File: config.mk
export PLATFORM = sky130hd
export DESIGN_NAME = mips_multicycle_core
export DESIGN_NICKNAME = d
export VERILOG_FILES = /design/src/rtl/mips_multicycle_core.sv
export SDC_FILE = /design/constraint.sdc
export NUM_CORES = 2
export LEC_CHECK = 0
export CORE_MARGIN = 10
export CORE_UTILIZATION = 55
export CTS_CLUSTER_SIZE = 8
export DETAILED_ROUTE_END_ITERATION = 16
export PLACE_DENSITY_LB_ADDON = 0.3
export SLEW_MARGIN = 10
export SYNTH_ARGS = -nofsm -noshare
export SYNTH_HDL_FRONTEND = slang
export SYNTH_SLANG_ARGS = --single-unit
File: constraint.sdc
create_clock -name clk -period 63.6 [get_ports clk]
set_clock_uncertainty 0.05 [all_clocks]
set_input_delay 19.08 -clock clk [delete_from_list [all_inputs] [get_ports clk]]
set_output_delay 19.08 -clock clk [all_outputs]
set_load 0.005 [all_outputs]
File: src/rtl/mips_multicycle_core.sv
// Multi-cycle MIPS-subset core (ADD SUB AND OR SLT ADDI LW SW BEQ BNE J).
// One shared ALU, a single req/ready memory port, optional memory timeout,
// sticky fault halt and a wrapping retired-instruction counter.
module mips_multicycle_core #(
    parameter logic [31:0] RESET_PC    = 32'h0,
    parameter int          MEM_TIMEOUT = 0,
    parameter int          RETIRE_W    = 32
) (
    input  logic                clk,
    input  logic                reset,
    output logic                mem_req_o,
    output logic                mem_we_o,
    output logic [31:0]         mem_addr_o,
    output logic [31:0]         mem_wdata_o,
    input  logic [31:0]         mem_rdata_i,
    input  logic                mem_ready_i,
    output logic [31:0]         pc_o,
    output logic [RETIRE_W-1:0] retired_o,
    output logic                halted_o,
    output logic [1:0]          fault_code_o
);
    typedef enum logic [2:0] {S_FETCH, S_DECODE, S_EXEC, S_MEM, S_WB, S_HALT} state_t;

    localparam logic [5:0] OP_R = 6'h00, OP_J = 6'h02, OP_BEQ = 6'h04, OP_BNE = 6'h05;
    localparam logic [5:0] OP_ADDI = 6'h08, OP_LW = 6'h23, OP_SW = 6'h2B;
    localparam logic [5:0] F_ADD = 6'h20, F_SUB = 6'h22, F_AND = 6'h24, F_OR = 6'h25, F_SLT = 6'h2A;

    state_t              state_q;
    logic [31:0]         pc_q, ir_q, a_q, b_q, alu_q, mdr_q, wait_q;
    logic [31:0]         rf_q [32];
    logic [RETIRE_W-1:0] retired_q;
    logic                halted_q;
    logic [1:0]          fault_q;

    logic [5:0]  op, funct;
    logic [4:0]  rs, rt, rd, dst;
    logic [31:0] simm, alu_d;
    logic        legal, is_mem, timeout_hit;

    assign op     = ir_q[31:26];
    assign rs     = ir_q[25:21];
    assign rt     = ir_q[20:16];
    assign rd     = ir_q[15:11];
    assign funct  = ir_q[5:0];
    assign simm   = {{16{ir_q[15]}}, ir_q[15:0]};
    assign dst    = (op == OP_R) ? rd : rt;
    assign is_mem = (op == OP_LW) || (op == OP_SW);

    // Request is combinational from state so a fetch costs one cycle at zero wait;
    // gating with reset drops it the moment reset asserts.
    assign mem_req_o   = !reset && (state_q == S_FETCH || state_q == S_MEM);
    assign mem_we_o    = (state_q == S_MEM) && (op == OP_SW);
    assign mem_addr_o  = (state_q == S_MEM) ? alu_q : pc_q;
    assign mem_wdata_o = b_q;

    assign pc_o         = pc_q;
    assign retired_o    = retired_q;
    assign halted_o     = halted_q;
    assign fault_code_o = fault_q;

    // Limit hit on the wait cycle that would make the count reach MEM_TIMEOUT; ready wins.
    assign timeout_hit = (MEM_TIMEOUT > 0) && mem_req_o && !mem_ready_i &&
                         (wait_q == 32'(MEM_TIMEOUT - 1));

    // Shared ALU: R-type ops, otherwise address/immediate add.
    always_comb begin
        alu_d = a_q + simm;
        if (op == OP_R) begin
            case (funct)
                F_SUB:   alu_d = a_q - b_q;
                F_AND:   alu_d = a_q & b_q;
                F_OR:    alu_d = a_q | b_q;
                F_SLT:   alu_d = {31'b0, $signed(a_q) < $signed(b_q)};
                default: alu_d = a_q + b_q;
            endcase
        end
    end

    // Opcode/funct legality check used in DECODE.
    always_comb begin
        legal = 1'b0;
        case (op)
            OP_R: legal = (funct == F_ADD) || (funct == F_SUB) || (funct == F_AND) ||
                          (funct == F_OR)  || (funct == F_SLT);
            OP_ADDI, OP_LW, OP_SW, OP_BEQ, OP_BNE, OP_J: legal = 1'b1;
            default: legal = 1'b0;
        endcase
    end

    // Main control FSM with datapath registers, register file and counters.
    always_ff @(posedge clk or posedge reset) begin
        if (reset) begin
            state_q   <= S_FETCH;
            pc_q      <= RESET_PC;
            ir_q      <= '0;
            a_q       <= '0;
            b_q       <= '0;
            alu_q     <= '0;
            mdr_q     <= '0;
            wait_q    <= '0;
            retired_q <= '0;
            halted_q  <= 1'b0;
            fault_q   <= 2'd0;
            for (int i = 0; i < 32; i++) rf_q[i] <= '0;
        end else begin
            case (state_q)
                S_FETCH: begin
                    if (mem_ready_i) begin
                        ir_q    <= mem_rdata_i;
                        pc_q    <= pc_q + 32'd4;
                        wait_q  <= '0;
                        state_q <= S_DECODE;
                    end else if (timeout_hit) begin
                        state_q  <= S_HALT;
                        halted_q <= 1'b1;
                        fault_q  <= 2'd3;
                    end else begin
                        wait_q <= wait_q + 32'd1;
                    end
                end
                S_DECODE: begin
                    a_q <= (rs == 5'd0) ? 32'd0 : rf_q[rs];
                    b_q <= (rt == 5'd0) ? 32'd0 : rf_q[rt];
                    if (!legal) begin
                        state_q  <= S_HALT;
                        halted_q <= 1'b1;
                        fault_q  <= 2'd1;
                    end else begin
                        state_q <= S_EXEC;
                    end
                end
                S_EXEC: begin
                    alu_q <= alu_d;
                    if (is_mem) begin
                        if (alu_d[1:0] != 2'b00) begin
                            state_q  <= S_HALT;
                            halted_q <= 1'b1;
                            fault_q  <= 2'd2;
                        end else begin
                            state_q <= S_MEM;
                        end
                    end else if (op == OP_BEQ || op == OP_BNE) begin
                        if ((a_q == b_q) == (op == OP_BEQ)) pc_q <= pc_q + {simm[29:0], 2'b00};
                        retired_q <= retired_q + RETIRE_W'(1);
                        state_q   <= S_FETCH;
                    end else if (op == OP_J) begin
                        pc_q      <= {pc_q[31:28], ir_q[25:0], 2'b00};
                        retired_q <= retired_q + RETIRE_W'(1);
                        state_q   <= S_FETCH;
                    end else begin
                        state_q <= S_WB;
                    end
                end
                S_MEM: begin
                    if (mem_ready_i) begin
                        wait_q <= '0;
                        if (op == OP_SW) begin
                            retired_q <= retired_q + RETIRE_W'(1);
                            state_q   <= S_FETCH;
                        end else begin
                            mdr_q   <= mem_rdata_i;
                            state_q <= S_WB;
                        end
                    end else if (timeout_hit) begin
                        state_q  <= S_HALT;
                        halted_q <= 1'b1;
                        fault_q  <= 2'd3;
                    end else begin
                        wait_q <= wait_q + 32'd1;
                    end
                end
                S_WB: begin
                    if (dst != 5'd0) rf_q[dst] <= (op == OP_LW) ? mdr_q : alu_q;
                    retired_q <= retired_q + RETIRE_W'(1);
                    state_q   <= S_FETCH;
                end
                S_HALT:  state_q <= S_HALT;
                default: state_q <= S_HALT;
            endcase
        end
    end
endmodule

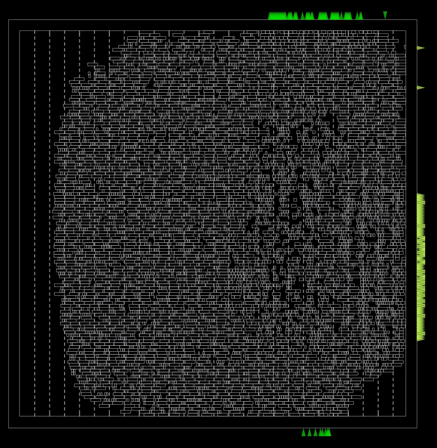
*Cell outlines without signal wires*
Non-Filler Instances: 8189
flop share of the area: 40.4%

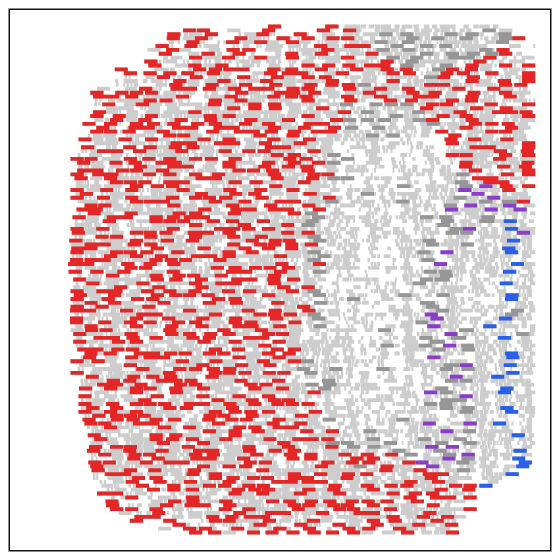
*Where the registers sit*
- `mdr_q`: purple (placed flops 32)
- `rf_q`: red (placed flops 1024)
- `pc_o`: blue (placed flops 30)

==> results.py <==
# Generated from Yosys and OpenROAD reports
metrics = {
    "job": {
        "warnings": 106,
        "maxCapViolations": 0,
    },
    "setup_path": {
        "r2r-start": "ir_q[21]",
        "crit_path_end": "mem_req_o",
        "reg2reg_to": "a_q[8]",
        "crit_start": "reset",
        "rrSetupSlack_ns": 58.71,
        "worstPathArrival_ns": 20.35,
        "startpoint_type": "input pin",
        "path_max_fanout": 2,
        "cp.required_ns": 44.47,
        "end_kind": "output port",
        "critical_path_class": "input pin to output port",
        "rr_worst_depth": 7,
    },
    "cells_and_area": {
        "final_util_pct": 61.0,
        "layout-drive-gt1-share_pct": 17.9,
        "fin_area_um2": 77600,
        "lay_top_cells": "dfrtp_1, nand2_1, a21oi_1",
        "area_delta_synth_final_pct": 10.5,
        "fin_nets": 6696,
        "lay_top_count": "dfrtp_1",
    },
    "clocking": {
        "clk_pin_slew_ns": 0.05,
        "cts_hold_buf": 0,
        "cts_resized": 0,
        "clockBufferDepth": 3,
        "post_cts_buffers": 0,
        "root_buffer": "clkbuf_16",
        "tritoncts": "yes",
        "clk_latency_ns": 0.84,
        "htree_levels": 4,
        "cts_inserted_buffers": 175,
        "cts_num_sinks": 1252,
    },
    "placed_design": {
        "io_buffers": 165,
        "dp.cells": 7984,
        "dp_hpwl_um": 144000,
        "gp_congestion": 1.01,
        "placed_cell_area_um2": 72900,
    },
    "die": {
        "fp_util_pct": 55.2,
        "fp.dieW_um": 377,
        "fp.dieH_um": 377,
        "chipArea_um2": 142000,
        "pin_count": 168,
        "rows": 131,
        "core_um2": 127000,
    },
    "final_timing": {
        "tightest_slew_ns": 1.26,
        "final_hold_viol_count": 0,
        "relSlewSlack_pct": 14.5,
        "setup_tns_ns": 0,
        "finalSetupViolCount": 0,
        "fmax_mhz": 25.3,
        "rsz0062_at_grt": "false",
        "worst_hold_slack_ns": 0.340,
        "fin_ws_ns": 24.12,
        "finalClockPeriodUsage_pct": 62.1,
        "slew_violations": 0,
        "post-route-min-period_ns": 39.48,
    },
    "status": {
        "outcome": "finished, final reports clean",
    },
    "drt": {
        "top_layer": "met5",
        "m1WireLength_um": 87300,
        "first_pass_iters": 8,
        "wl_um": 230000,
        "viasPerCell": 6.79,
        "route.met2.wl_um": 104000,
        "drt_iter0_markers": 7280,
        "drtAntennaViolNets": 0,
        "route.met3.wl_um": 26800,
        "wl_per_cell_um": 28.1,
        "vias": 55600,
        "drcViolationCount": 0,
    },
    "synthesis": {
        "ys_cells": 6637,
        "ys_async_sr_fraction_pct": 100,
        "flop_cell": "dfrtp_1",
        "mappedNetlistArea_um2": 70300,
        "synth_flops": 1252,
        "syn_inst": 6637,
        "top_area_cell": "dfrtp_1",
        "ys_warn_count": 0,
        "top_area_share_pct": 44.6,
        "topCellsByArea": "dfrtp_1, mux4_2, a21oi_1, nand2_1, nor2_1",
    },
    "worst_hold_path": {
        "hold_class": "register to register",
        "whs_endpoint": "rf_q[1015]",
        "hold_path_startpoint": "rf_q[1015]",
        "hold-path-cell-count": 0,
    },
    "global_route": {
        "met2_usage_pct": 49.0,
        "grt_overflow": 0,
        "antenna_found_initial": 9,
        "gr-usage-met1_pct": 42.5,
        "grt_pass1_vias": 55200,
        "grt_usage_pct": 32.1,
        "grt_start_max_net_pins": 183,
        "grt_pass1_wl_um": 347000,
        "grt.met3_usage_pct": 9.13,
        "top_usage_layer": "met2",
    },
    "power_and_ir_drop": {
        "finalPower_mw": 4.17,
        "ir_drop_uv": 41.2,
        "p_leak_nw": 32.8,
    },
}
## cells by family (layout without fill, tap and decap cells)
| kind of cell | after synthesis | in the layout | share of synthesized area (%) |
|---|---|---|---|
| and+or+nand+nor | 1857 | 1857 | 11.2 |
| AOI/OAI and AO/OA | 1767 | 1767 | 14.4 |
| DFF | 1252 | 1252 | 44.6 |
| muxes | 778 | 778 | 21.6 |
| buffers and inverters | 729 | 615 | 4.16 |
| adders and majority gates | 162 | 162 | 2.93 |
| xor gates and xnor gates | 91 | 91 | 1.13 |
| other | 1 | 5 | 0.00534 |
## cell type report
class,count,area [um^2]
inverters,120,458
diodes,3,7.51
multi-input cells,4657,36400
flip-flops and latches,1252,31400
fillers,9944,49500
clock inverters,12,154
repair buffers,293,2690
clock buffers,190,4540
well taps,1662,2080
## synth_stat cells (all sizes together), types with 14 or more instances
master,count
dfrtp,1252
ha,158
clkbuf,426
mux4,576
nand4,25
xor2,30
a211oi,31
o21bai,20
nor3,53
o22ai,106
a21o,32
nand2,804
mux2,134
nor2b,72
and2,20
o31ai,14
a31oi,25
buf,183
o211ai,27
o21ai,569
a21oi,760
inv,120
o21a,18
mux2i,68
nand2b,22
nor2,732
o32ai,51
nand3,43
a221oi,14
nor4,14
xnor2,61
## critical path, cell delays in order
cell and delay (ns):
clkdlybuf4s50_1 0.52, a211oi_1 0.20, clkdlybuf4s50_1 0.54
## power by group
group | switching, mW | leakage [nW] | internal [mW] | total [mW]
clock network | 0.344 | 2.31 | 0.497 | 0.841
logic | 1.10 | 13.8 | 0.866 | 1.97
registers | 0.290 | 16.6 | 1.07 | 1.36
## flip-flops by register name, summed over array words and instances (netlist names)
name and flops:
a_q 32, state_q 3, halted_o 1, rf_q 1024, retired_o 32, fault_code_o 2, mdr_q 32, mem_wdata_o 32
alu_q 32, pc_o 30, ir_q 32
Power and IR drop assume default switching activity.
